==> src/rtl/text_seq_pkg.sv <==
// Shared definitions for the text transmit sequencer.
//   TEXT_SEQ_ADDR_W : default text RAM address width
//   TEXT_SEQ_DATA_W : default text word width (matches codec sample width)
//   seq_state_e     : sequencer FSM state type
package text_seq_pkg;

  localparam int TEXT_SEQ_ADDR_W = 8;
  localparam int TEXT_SEQ_DATA_W = 24;

  typedef enum logic [2:0] {
    ST_IDLE,
    ST_FETCH,
    ST_CAPTURE,
    ST_WAIT_SLOT,
    ST_DONE
  } seq_state_e;

endpackage

==> src/rtl/text_tx_sequencer_slot_strobe_latch.sv <==
// Rising-edge detector with a single-entry pending-slot flag.
//   clk      : system clock
//   reset    : synchronous active-high reset
//   level_in : codec sample strobe (level)
//   clear    : drop the pending flag; wins over a coincident edge
//   pending  : a transmit slot has arrived and not yet been consumed
module slot_strobe_latch (
  input  logic clk,
  input  logic reset,
  input  logic level_in,
  input  logic clear,
  output logic pending
);

  logic level_q;
  logic level_d;
  logic pending_q;
  logic pending_d;
  logic rise;

  always_comb begin
    level_d   = level_in;
    rise      = level_in & ~level_q;
    pending_d = pending_q;
    if (clear) begin
      pending_d = 1'b0;
    end else if (rise) begin
      // A second edge while already pending collapses into the same slot.
      pending_d = 1'b1;
    end
  end

  always_ff @(posedge clk) begin
    if (reset) begin
      level_q   <= 1'b0;
      pending_q <= 1'b0;
    end else begin
      level_q   <= level_d;
      pending_q <= pending_d;
    end
  end

  assign pending = pending_q;

endmodule

==> src/rtl/text_tx_sequencer.sv <==
// Text transmit sequencer: reads msg_len words from the text RAM and
// hands one word to the text subsystem per codec sample slot.
//   clk, reset            : system clock, synchronous active-high reset
//   start, msg_len        : message request and length (sampled in IDLE)
//   read_ready            : codec sample strobe; each rising edge is a slot
//   ram_rden, ram_addr    : text RAM read port (data on ram_q one cycle later)
//   ram_q                 : text RAM read data
//   tx_data, tx_valid     : transmitted word and its one-cycle strobe
//   busy, done            : not-idle flag and end-of-message pulse
//   word_count            : words sent since the last accepted start
//   checksum              : XOR of sent words (only with TEXT_SEQ_CHECKSUM_EN)
module text_tx_sequencer
  import text_seq_pkg::*;
#(
  parameter int ADDR_W = TEXT_SEQ_ADDR_W,
  parameter int DATA_W = TEXT_SEQ_DATA_W
) (
  input  logic              clk,
  input  logic              reset,
  input  logic              start,
  input  logic [ADDR_W-1:0] msg_len,
  input  logic              read_ready,
  output logic              ram_rden,
  output logic [ADDR_W-1:0] ram_addr,
  input  logic [DATA_W-1:0] ram_q,
  output logic [DATA_W-1:0] tx_data,
  output logic              tx_valid,
  output logic              busy,
  output logic              done,
`ifdef TEXT_SEQ_CHECKSUM_EN
  output logic [DATA_W-1:0] checksum,
`endif
  output logic [ADDR_W-1:0] word_count
);

  localparam logic [ADDR_W-1:0] ADDR_ONE = ADDR_W'(1);

  seq_state_e        state_q, state_d;
  logic [ADDR_W-1:0] len_q, len_d;
  logic [ADDR_W-1:0] idx_q, idx_d;
  logic [ADDR_W-1:0] wc_q, wc_d;
  logic [DATA_W-1:0] buf_q, buf_d;
  logic [DATA_W-1:0] tx_data_q, tx_data_d;
  logic              tx_valid_q, tx_valid_d;
  logic              done_q, done_d;
`ifdef TEXT_SEQ_CHECKSUM_EN
  logic [DATA_W-1:0] chk_q, chk_d;
`endif

  logic slot_pending;
  logic slot_clear;

  slot_strobe_latch u_slot (
    .clk      (clk),
    .reset    (reset),
    .level_in (read_ready),
    .clear    (slot_clear),
    .pending  (slot_pending)
  );

  always_comb begin
    state_d    = state_q;
    len_d      = len_q;
    idx_d      = idx_q;
    wc_d       = wc_q;
    buf_d      = buf_q;
    tx_data_d  = tx_data_q;
    tx_valid_d = 1'b0;
    done_d     = 1'b0;
    slot_clear = 1'b0;
`ifdef TEXT_SEQ_CHECKSUM_EN
    chk_d      = chk_q;
`endif

    unique case (state_q)
      ST_IDLE: begin
        // Slots are only collected while a message is in progress.
        slot_clear = 1'b1;
        if (start) begin
          len_d = msg_len;
          idx_d = '0;
          wc_d  = '0;
`ifdef TEXT_SEQ_CHECKSUM_EN
          chk_d = '0;
`endif
          state_d = (msg_len == '0) ? ST_DONE : ST_FETCH;
        end
      end
      ST_FETCH: begin
        state_d = ST_CAPTURE;
      end
      ST_CAPTURE: begin
        buf_d   = ram_q;
        state_d = ST_WAIT_SLOT;
      end
      ST_WAIT_SLOT: begin
        if (slot_pending) begin
          tx_data_d  = buf_q;
          tx_valid_d = 1'b1;
          idx_d      = idx_q + ADDR_ONE;
          wc_d       = wc_q + ADDR_ONE;
          slot_clear = 1'b1;
`ifdef TEXT_SEQ_CHECKSUM_EN
          chk_d      = chk_q ^ buf_q;
`endif
          state_d    = ((wc_q + ADDR_ONE) == len_q) ? ST_DONE : ST_FETCH;
        end
      end
      ST_DONE: begin
        // done is registered, so it appears the cycle after the last tx_valid.
        done_d  = 1'b1;
        state_d = ST_IDLE;
      end
      default: begin
        state_d = ST_IDLE;
      end
    endcase
  end

  always_ff @(posedge clk) begin
    if (reset) begin
      state_q    <= ST_IDLE;
      len_q      <= '0;
      idx_q      <= '0;
      wc_q       <= '0;
      buf_q      <= '0;
      tx_data_q  <= '0;
      tx_valid_q <= 1'b0;
      done_q     <= 1'b0;
`ifdef TEXT_SEQ_CHECKSUM_EN
      chk_q      <= '0;
`endif
    end else begin
      state_q    <= state_d;
      len_q      <= len_d;
      idx_q      <= idx_d;
      wc_q       <= wc_d;
      buf_q      <= buf_d;
      tx_data_q  <= tx_data_d;
      tx_valid_q <= tx_valid_d;
      done_q     <= done_d;
`ifdef TEXT_SEQ_CHECKSUM_EN
      chk_q      <= chk_d;
`endif
    end
  end

  assign ram_rden   = (state_q == ST_FETCH);
  assign ram_addr   = idx_q;
  assign busy       = (state_q != ST_IDLE);
  assign tx_data    = tx_data_q;
  assign tx_valid   = tx_valid_q;
  assign done       = done_q;
  assign word_count = wc_q;
`ifdef TEXT_SEQ_CHECKSUM_EN
  assign checksum   = chk_q;
`endif

endmodule
==> config.mk <==
export PLATFORM = sky130hd
export DESIGN_NAME = text_tx_sequencer
export DESIGN_NICKNAME = d
export VERILOG_FILES = /design/src/rtl/text_seq_pkg.sv /design/src/rtl/text_tx_sequencer_slot_strobe_latch.sv /design/src/rtl/text_tx_sequencer.sv
export SDC_FILE = /design/constraint.sdc
export NUM_CORES = 1
export LEC_CHECK = 0
export CAP_MARGIN = 30
export CORE_ASPECT_RATIO = 1.2
export CORE_MARGIN = 2
export CORE_UTILIZATION = 48
export CTS_BUF_LIST = sky130_fd_sc_hd__clkbuf_2
export CTS_CLUSTER_DIAMETER = 30
export DETAILED_ROUTE_END_ITERATION = 7
export DONT_BUFFER_PORTS = 1
export HOLD_SLACK_MARGIN = 0.03
export PLACE_DENSITY = 0.71
export RECOVER_POWER = 50
export REMOVE_ABC_BUFFERS = 1
export SETUP_SLACK_MARGIN = 0.3
export SLEW_MARGIN = 20
export SYNTH_ARGS = -nofsm -noshare
export SYNTH_HDL_FRONTEND = slang
export SYNTH_SLANG_ARGS = --single-unit
==> constraint.sdc <==
create_clock -name clk -period 3.5 [get_ports clk]
set_input_delay 0.875 -clock clk [delete_from_list [all_inputs] [get_ports clk]]
set_output_delay 0.875 -clock clk [all_outputs]
set_load 0.05 [all_outputs]
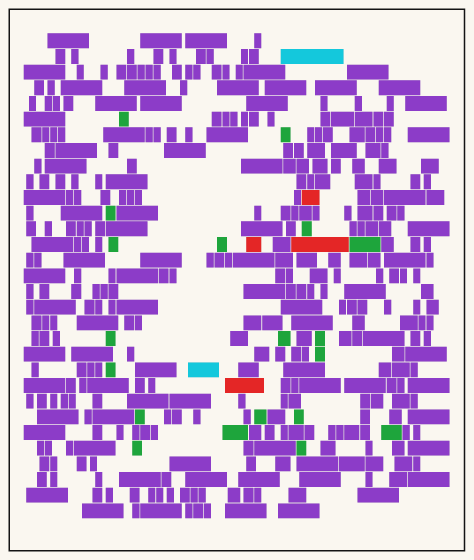
*Cell sizes after repair, run 1*
legend:
  purple:
    size: _0 and _1 cells
    cells: 369
    share: 94%
  green:
    size: _2 cells
    cells: 19
    share: 4.8%
  red:
    size: _3 and _4 cells
    cells: 4
    share: 1.0%
  cyan:
    size: _6 and larger
    cells: 2
    share: 0.51%
final worst slack: 0.738 ns
number of signal-net buffers in the layout: 3
signed area change from the synthesized netlist to the final layout: 4.00%
Layout Cell Area excl Fill: 3350 um2

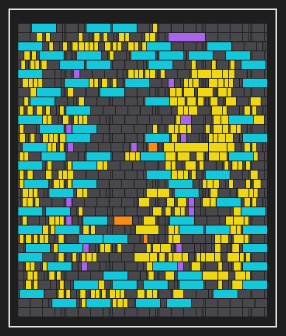
*Placement by cell class, run 1*
Fill, decap, tap and diode cells in grey.
legend:
  purple:
    class: clock drivers and dummy loads
    cells: 16
    share_of_their_area: 3.4%
  orange:
    class: other buffers and delay cells
    cells: 3
    share_of_their_area: 0.81%
  cyan:
    class: flops
    cells: 79
    share_of_their_area: 49%
  yellow:
    class: combinational and other logic
    cells: 296
    share_of_their_area: 47%
number of standard-cell rows in the floorplan: 32
final cell utilization of the core: 52.0%
fraction of area in registers: 47.2%
Core Area: 6450 um2

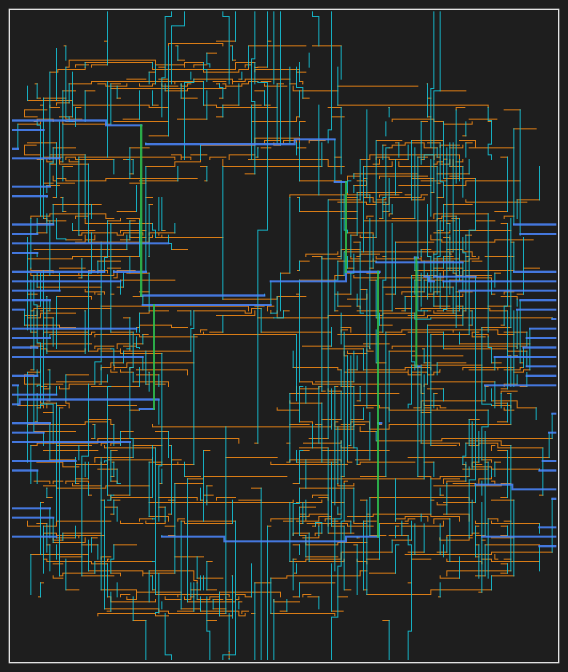
*Routed metal, one colour a layer, run 1*
legend:
  blue:
    layer: metal 3
    wire_length: 524 um
  orange:
    layer: metal 1
    wire_length: 3200 um
  cyan:
    layer: metal 2
    wire_length: 3260 um
  green:
    layer: metal 4
    wire_length: 106 um
total number of vias: 2606
drt total wl: 7090 um

==> git commit body, run 1 <==
Store results of the implementation flow

- Final hold violations: 0
- Area of combinational cells with multiple inputs: 1510 um2
* Aggregate global-route resource usage: between 20% and 30%
- Per the GRT log, the top usage layer is met2.
- Most area-hungry cell type in the Yosys netlist: sky130_fd_sc_hd__dfxtp_1
- Number of synthesized register bits: between 70 and 80
- Syn. warnings: 0
- The power report lists the sequential group at about 1.1 mW.
* Number of global-route vias before repair: approximately 2400
- Cell with the most instances after synthesis: sky130_fd_sc_hd__nand2_1
- Fraction of synthesized cell area taken by the top area cell type: about 50%
- The flow reports an fmax of around 0.36 GHz.
- Result of the run: finished clean
- Once detailed placement completed, the half-perimeter wirelength came to 4600 um.
- Filler Cell Count: 634
- Most frequent cells after synthesis: sky130_fd_sc_hd__nand2_1, sky130_fd_sc_hd__dfxtp_1, sky130_fd_sc_hd__a21oi_1
- Of the cells placed in the final design, the portion with a size suffix greater than 1 is roughly 6.3%.
- Type of element launching the critical path: flop
* Commonest Layout Cell: sky130_fd_sc_hd__nand2_1
- In this run the remaining antenna-violating nets after routing total 0.
- Chip Footprint: about 7400 um2
- Delay of the slowest critical-path stage: just under 0.8 ns
* Distinct cells, synth: 47
- Looking at the clock tree report, the root buffer type is sky130_fd_sc_hd__clkbuf_2.
- In the detailed route, the total length drawn on met2 is approximately 3300 um.
* Share of synthesized cell area in and-or and or-and compound cells: 15.4%
* Mux share: 0.311%
- Late-Pin Clk Latency: about 0.52 ns
- Max transition margin: a little under a quarter
* Flip-flops: between 70 and 80
- And+or+nand+nor area frac: a little over a quarter
- Summing the areas of all xor and xnor instances in the mapped netlist gives 3.81% of the synthesized area.
* Highest metal layer with signal wires: met4
* Max-slew violation count: 0
* Overflow left after global routing: 0
run 1: through the flow:
step	hold slack (ns)	setup WS (ns)	total power, mW	area (um2)
floorplan	0.426	0.989	1.36	3100
global placement	0.429	1.33	1.46	3230
CTS	0.343	0.701	1.95	3360
detailed placement	0.437	1.24	1.48	3250
finish	0.378	0.738	1.93	3350
global route	0.318	0.616	2.05	3350
run 1: state kept, by name, summed over array words and instances, names as in the netlist:
signal	flops
buf_q	24
tx_data	24
len_q	8
ram_addr	8
word_count	8
state_q	3
done	1
tx_valid	1
u_slot.level_q	1
u_slot.pending	1
run 1: final timing paths:
path / end / slack, ns / cells after the start
setup / recovery: ram_rden / 0.74 / 1
hold reg to reg: tx_data[17] / 0.44 / 2
hold / removal: buf_q[1] / 0.38 / 1
setup reg to reg: tx_data[0] / 1.12 / 4
--- run 2 (diff from run 1) ---
Clock period 3.5 ns to 2.55 ns, I/O delays scaled along.
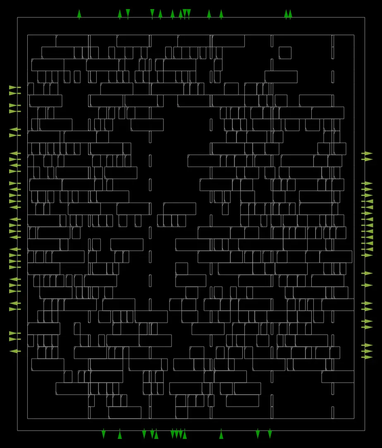
*Placement view, run 2*
number of tap instances: 85
fraction of area in registers: 46.5%
flip-flops: 79

==> run 2 against run 1 <==
Against the previous run:
- clock skew rose by 0.0057 ns
- final cell count grew 1.7%
- largest power group unchanged
- setup slack worse by 0.29 ns
- critical endpoint is now busy
- utilization grew 0.87 points
- register-to-register slack lost 0.61 ns
- sequential power increased by 38%
- worst hold slack lost 0.24 ns
- global-route usage is 0.93 points lower
- sequential share of layout area decreased by 0.71 points
- combinational power is about 40% higher
- critical path depth rose by 1
- count of clock-buffer cells in the layout did not move
==> git commit body, run 2 <==
Store results of the implementation flow

* Delay of the slowest critical-path stage: ~0.47 ns
* Number of global-route vias before repair: ~2400
- The synthesized netlist contains 47 unique library cells.
- Final hold violations: 0
* Fraction of synthesized cell area taken by the top area cell type: around half
* Syn. warnings: 0
- Drt total wl: ~7000 um
* Worst r2r dst: ram_addr[4]
* Max Clk Rate: 0.475 GHz
- The core region is around 6400 um2.
- The setup check on the worst reg-to-reg path leaves a slack of ~0.5 ns.
- The initialized floorplan defines 32 standard-cell rows.
- Summed over all layers, the global routing overflow is 0.
- In this run the full chip footprint comes out at 7390 um2.
- Total number of vias: 2613
- Worst reg2reg path depth: 5
- Overall routing resource usage recorded by global route was a little under a fifth.
* Total sequential power: 1.45 mW
- Result of the run: finished clean
- Layout Cell Area excl Fill: approximately 3400 um2
- Max-slew violation count: 0
- The worst setup path is launched from a flop.
- As reported, the later end of the worst-skew pair has a clock insertion delay of 0.52 ns.
- After detailed routing, the met2 layer carries between 3000 and 4000 um of wire.
* Most frequent cells after synthesis: sky130_fd_sc_hd__nand2_1, sky130_fd_sc_hd__dfxtp_1, sky130_fd_sc_hd__a21oi_1
- Per the run report, area growth between synthesis and finish was 5.75%.
- CTS placed an instance of sky130_fd_sc_hd__clkbuf_2 at the clock tree root.
- Highest metal layer with signal wires: met4
* Most area-hungry cell type in the Yosys netlist: sky130_fd_sc_hd__dfxtp_1
- Commonest Layout Cell: sky130_fd_sc_hd__nand2_1
- For this run, the share of the core covered by cells in the final layout is 52.9%.
- Per STA, the endpoint of the critical path is busy.
## run 2: layout make-up
cell class	instances	area, um2	share of cell area [%]
clock buffer	9	45.0	1.32
timing repair buffer	11	82.6	2.42
sequential	79	1580	46.5
multi-input combinational	292	1520	44.6
inverter	4	15.0	0.441
tap	85	106	3.12
clock inverter	7	55.1	1.62
## run 2: per-stage QoR
step,total power [mW],setup WS (ns)
after floorplan,1.87,0.276
after global placement,2.02,0.659
after detailed placement,2.03,0.645
after CTS,2.64,0.305
after global routing,2.77,0.337
final,2.62,0.444
## run 2: cell families after synthesis
logic type      after synthesis  synth area share (%)
fa+ha+maj                     2                 0.777
simple gates                189                  26.4
xor+xnor                     14                  3.81
compound gates               86                  15.4
mux                           1                 0.311
buf+inv                      31                  4.19
flops                        79                  49.1
Power figures rest on the tool's default switching activity, not on a simulated workload.
